## config.mk

```make
export PLATFORM = sky130hd
export DESIGN_NAME = wasm_operand_stack
export DESIGN_NICKNAME = d
export VERILOG_FILES = /design/src/rtl/wasm_operand_stack.sv
export SDC_FILE = /design/constraint.sdc
export NUM_CORES = 2
export LEC_CHECK = 0
export CAP_MARGIN = 30
export CORE_ASPECT_RATIO = 1.5
export CORE_MARGIN = 5
export CORE_UTILIZATION = 60
export CTS_BUF_LIST = sky130_fd_sc_hd__clkbuf_8
export CTS_CLUSTER_DIAMETER = 30
export DETAILED_ROUTE_END_ITERATION = 6
export PLACE_DENSITY_LB_ADDON = 0.08
export SLEW_MARGIN = 10
export SYNTH_ARGS = -nofsm -noshare
export SYNTH_HDL_FRONTEND = slang
export SYNTH_SLANG_ARGS = --single-unit
```

## constraint.sdc

```tcl
create_clock -name clk_i -period 5.7 [get_ports clk_i]
set_input_delay 0.855 -clock clk_i [delete_from_list [all_inputs] [get_ports clk_i]]
set_output_delay 0.855 -clock clk_i [all_outputs]
set_load 0.02 [all_outputs]
```

## src/rtl/wasm_operand_stack.sv

```systemverilog
// WebAssembly operand stack: PUSH/POP/DROP/DUP plus a native two-cycle SELECT, with sticky traps.
// Latency: single-cycle ops are visible the cycle after accept; SELECT results appear two cycles after accept.
// Backpressure: op_ready_o drops during the SELECT second cycle and after any trap, and stays low until reset.
module wasm_operand_stack #(
   parameter int WIDTH = 64,
   parameter int DEPTH = 16,
   localparam int CNT_W = $clog2(DEPTH + 1)
) (
   input  logic             clk_i,
   input  logic             reset_i,
   input  logic             op_valid_i,
   input  logic [2:0]       op_i,
   input  logic [WIDTH-1:0] push_data_i,
   output logic             op_ready_o,
   output logic [WIDTH-1:0] pop_data_o,
   output logic             pop_valid_o,
   output logic [WIDTH-1:0] result_o,
   output logic             result_empty_o,
   output logic [CNT_W-1:0] depth_o,
   output logic [2:0]       trap_o
);

   localparam int AW = $clog2(DEPTH);

   localparam logic [2:0] OP_PUSH   = 3'd1;
   localparam logic [2:0] OP_POP    = 3'd2;
   localparam logic [2:0] OP_DROP   = 3'd3;
   localparam logic [2:0] OP_SELECT = 3'd4;
   localparam logic [2:0] OP_DUP    = 3'd5;

   localparam logic [2:0] TRAP_NONE  = 3'd0;
   localparam logic [2:0] TRAP_UNDER = 3'd1;
   localparam logic [2:0] TRAP_OVER  = 3'd2;

   typedef enum logic {S_IDLE, S_SEL2} state_t;

   state_t           state_q, state_d;
   logic [CNT_W-1:0] depth_q, depth_d;
   logic [WIDTH-1:0] tos_q, tos_d;
   logic [WIDTH-1:0] val2_q, val2_d;
   logic             cond_q, cond_d;
   logic [2:0]       trap_q, trap_d;
   logic [WIDTH-1:0] pop_data_q, pop_data_d;
   logic             pop_valid_q, pop_valid_d;

   // Entries below the top of stack; entry k lives at mem_q[k].
   logic [WIDTH-1:0] mem_q [DEPTH];

   logic [CNT_W-1:0] depth_m1, depth_m2, depth_m3;
   logic [AW-1:0]    rd_idx;
   logic [WIDTH-1:0] rd_dat;
   logic             wr_en;
   logic             accept;

   assign depth_m1 = depth_q - CNT_W'(1);
   assign depth_m2 = depth_q - CNT_W'(2);
   assign depth_m3 = depth_q - CNT_W'(3);

   // The single array read port: SEL2 fetches val1, every other cycle fetches the entry just under TOS.
   assign rd_idx = (state_q == S_SEL2) ? depth_m3[AW-1:0] : depth_m2[AW-1:0];
   assign rd_dat = mem_q[rd_idx];

   assign op_ready_o     = (state_q == S_IDLE) && (trap_q == TRAP_NONE);
   assign accept         = op_valid_i && op_ready_o;
   assign result_o       = (depth_q == '0) ? '0 : tos_q;
   assign result_empty_o = (depth_q == '0);
   assign depth_o        = depth_q;
   assign trap_o         = trap_q;
   assign pop_data_o     = pop_data_q;
   assign pop_valid_o    = pop_valid_q;

   // Next-state logic for the FSM, stack pointer, TOS and trap; a faulting op only updates trap.
   always_comb begin
      state_d     = state_q;
      depth_d     = depth_q;
      tos_d       = tos_q;
      val2_d      = val2_q;
      cond_d      = cond_q;
      trap_d      = trap_q;
      pop_data_d  = pop_data_q;
      pop_valid_d = 1'b0;
      wr_en       = 1'b0;
      case (state_q)
         S_IDLE: begin
            if (accept) begin
               case (op_i)
                  OP_PUSH: begin
                     if (depth_q < CNT_W'(DEPTH)) begin
                        tos_d   = push_data_i;
                        depth_d = depth_q + CNT_W'(1);
                        wr_en   = (depth_q != '0);
                     end else begin
                        trap_d = TRAP_OVER;
                     end
                  end
                  OP_POP, OP_DROP: begin
                     if (depth_q != '0) begin
                        // Garbage when popping the last entry, but result_o masks it to zero.
                        tos_d   = rd_dat;
                        depth_d = depth_m1;
                        if (op_i == OP_POP) begin
                           pop_data_d  = tos_q;
                           pop_valid_d = 1'b1;
                        end
                     end else begin
                        trap_d = TRAP_UNDER;
                     end
                  end
                  OP_DUP: begin
                     if (depth_q == '0) begin
                        trap_d = TRAP_UNDER;
                     end else if (depth_q == CNT_W'(DEPTH)) begin
                        trap_d = TRAP_OVER;
                     end else begin
                        depth_d = depth_q + CNT_W'(1);
                        wr_en   = 1'b1;
                     end
                  end
                  OP_SELECT: begin
                     if (depth_q >= CNT_W'(3)) begin
                        // i32 condition: only the low word of TOS counts.
                        cond_d  = (tos_q[31:0] != 32'd0);
                        val2_d  = rd_dat;
                        state_d = S_SEL2;
                     end else begin
                        trap_d = TRAP_UNDER;
                     end
                  end
                  default: ;
               endcase
            end
         end
         S_SEL2: begin
            tos_d   = cond_q ? rd_dat : val2_q;
            depth_d = depth_m2;
            state_d = S_IDLE;
         end
         default: state_d = S_IDLE;
      endcase
   end

   // State registers with synchronous reset that also aborts an in-flight SELECT.
   always_ff @(posedge clk_i) begin
      if (reset_i) begin
         state_q     <= S_IDLE;
         depth_q     <= '0;
         tos_q       <= '0;
         val2_q      <= '0;
         cond_q      <= 1'b0;
         trap_q      <= TRAP_NONE;
         pop_data_q  <= '0;
         pop_valid_q <= 1'b0;
      end else begin
         state_q     <= state_d;
         depth_q     <= depth_d;
         tos_q       <= tos_d;
         val2_q      <= val2_d;
         cond_q      <= cond_d;
         trap_q      <= trap_d;
         pop_data_q  <= pop_data_d;
         pop_valid_q <= pop_valid_d;
      end
   end

   // Spill the old TOS into the array when PUSH or DUP grows the stack.
   always_ff @(posedge clk_i) begin
      if (wr_en && !reset_i) begin
         mem_q[depth_m1[AW-1:0]] <= tos_q;
      end
   end

endmodule

```

Register map, names as in the netlist:
Bar = 50 microns.
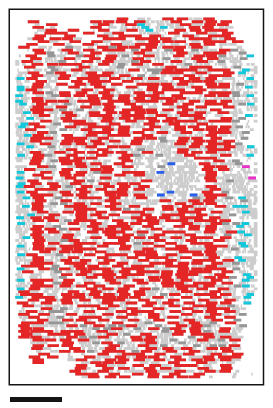
[blue] `depth_o` | placed flops: 5
[red] `mem_q` | placed flops: 1024 | where: widely spread
[cyan] `pop_data_o` | placed flops: 64
[magenta] `trap_o` | placed flops: 2
not colored: 131

Cell sizes after repair:
Bar = 50 microns.
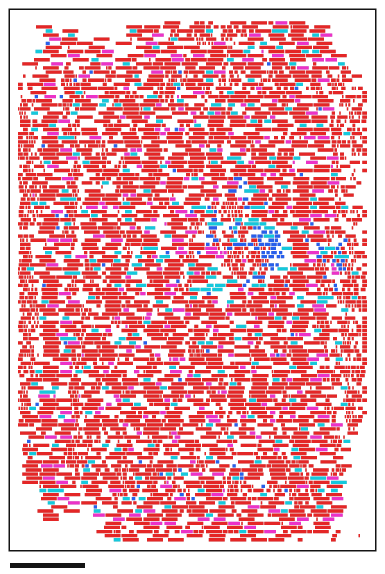
[cyan] _6 and larger | cells: 246 | most used: clkbuf_8
[magenta] _2 cells | cells: 287 | most used: mux4_2
[red] _0 and _1 cells | cells: 2691 | most used: edfxtp_1
[blue] _3 and _4 cells | cells: 120 | most used: buf_4

==> flow_summary.ini <==
; yosys + openroad results
[run_status]
outcome = finished clean

[layout]
buf_share_pct = 5.81
flop-count = 1226
final_common_cell = edfxtp_1
antenna_cells = 1
clk_share_pct = 6.61
ff_latch_area_sq_um = 34800
fin_area_sq_um = 56000
nFillCells = 5264
nets = 3267
comb_area_sq_um = 12900
lay_top_cells = edfxtp_1, nand2_1, clkdlybuf4s50_1
nonClockInverterCount = 5
sh_seq_area_pct = 62.2
dominant_cells = sequential cells

[logic_synthesis]
edf_count = 1024
ys_sh_simple_pct = 4.93
synthArstFlopShare_pct = 0
synth.most_common_cell = edfxtp_1
mux_share_pct = 11.8
yosys-stat-cells = 2904
flop_cell = edfxtp_1
syn_area_sq_um = 48400
synth-compound-area-share_pct = 8.94
yosysTopAreaCell = edfxtp_1
yosys_area_sq_um = 48400
yosys_warnings = 0
logic_family = multiplexers
avgSynthCellArea_sq_um = 16.7
synthTopCellsByArea = edfxtp_1, dfxtp_1, mux4_2

[power_and_ir_drop]
power_density_nw_per_um2 = 332
leakagePower_uw = 0.0189

[setup_path]
cp_max_fo = 37
reg2reg_depth = 9
critPathCaptureType = primary output
r2r_start = depth_o[2]$_SDFFE_PP0P_
path_cells = inv_1 > ha_1 > nor4b_4 > buf_4 > nor2b_1 > clkdlybuf4s50_1
cp_top_family = buffers and inverters
worstPathRequired_ns = 4.85
start_kind = flip-flop
cpPeakStageDelay_ns = 0.70

[floorplanning]
chip_area_sq_um = 86600
fp_util_pct = 60.5
die_h_microns = 358
nWellTaps = 1032
die_x_microns = 242
core-area_sq_um = 80100

[drt]
vias = 29300
vias_per_cell = 6.69
finalWirelength_mm = 127

[clock_tree]
clkTransAtPathRegs_ns = 0.06
clockBufferDepth = 3
ctsResizeCount = 0
cts_sinks = 1226

[worst_hold_path]
whs_path_depth = 2
hp-class = flip-flop to flip-flop
min_from = pop_data_o[36]$_SDFFE_PP0P_

[final_timing]
setup_tns_ns = 0
fin_skew_ns = 0.0285
setup_viol = 0
tightest_slew_ns = 1.01
hold_violations = 0
period_minus_slack_ns = 4.43
rsz0062_at_grt = no

[placement]
gp_congestion = 0.830
placed_cell_area_sq_um = 52200
io_buffer_count = 207

[run]
openroad.warnings = 37

[global_routing]
grt_use_total_pct = 29.2
grt_max_degree = 126
overflow = 0
routing by layer:
layer  wire [microns]  global-route usage [%]
met2            64500                    49.8
met5               14                       0
met3            11600                    6.34
met1            46700                    36.8
met4             4610                    12.3
metrics by stage:
step | util, % | instances | worst slack, ns | hold slack [ns] | total power [uW]
2_1_floorplan | - | 2904 | 0.601 | 0.434 | 11000
3_3_place_gp | 64.9 | 4022 | 1.51 | 0.440 | 11600
3_5_place_dp | 65.2 | 4030 | 1.47 | 0.447 | 11600
4_1_cts | 69.8 | 4373 | 1.22 | 0.442 | 18700
5_1_grt | 69.9 | 4377 | 1.17 | 0.469 | 19200
6_report | 69.9 | 4377 | 1.27 | 0.453 | 18600
power by group:
part           switching [uW]  internal, uW  leakage [uW]
Clock                    3380          3770       0.00212
Sequential                130          9800        0.0112
Combinational             903           608       0.00561
Power figures rest on the tool's default switching activity, not on a simulated workload.
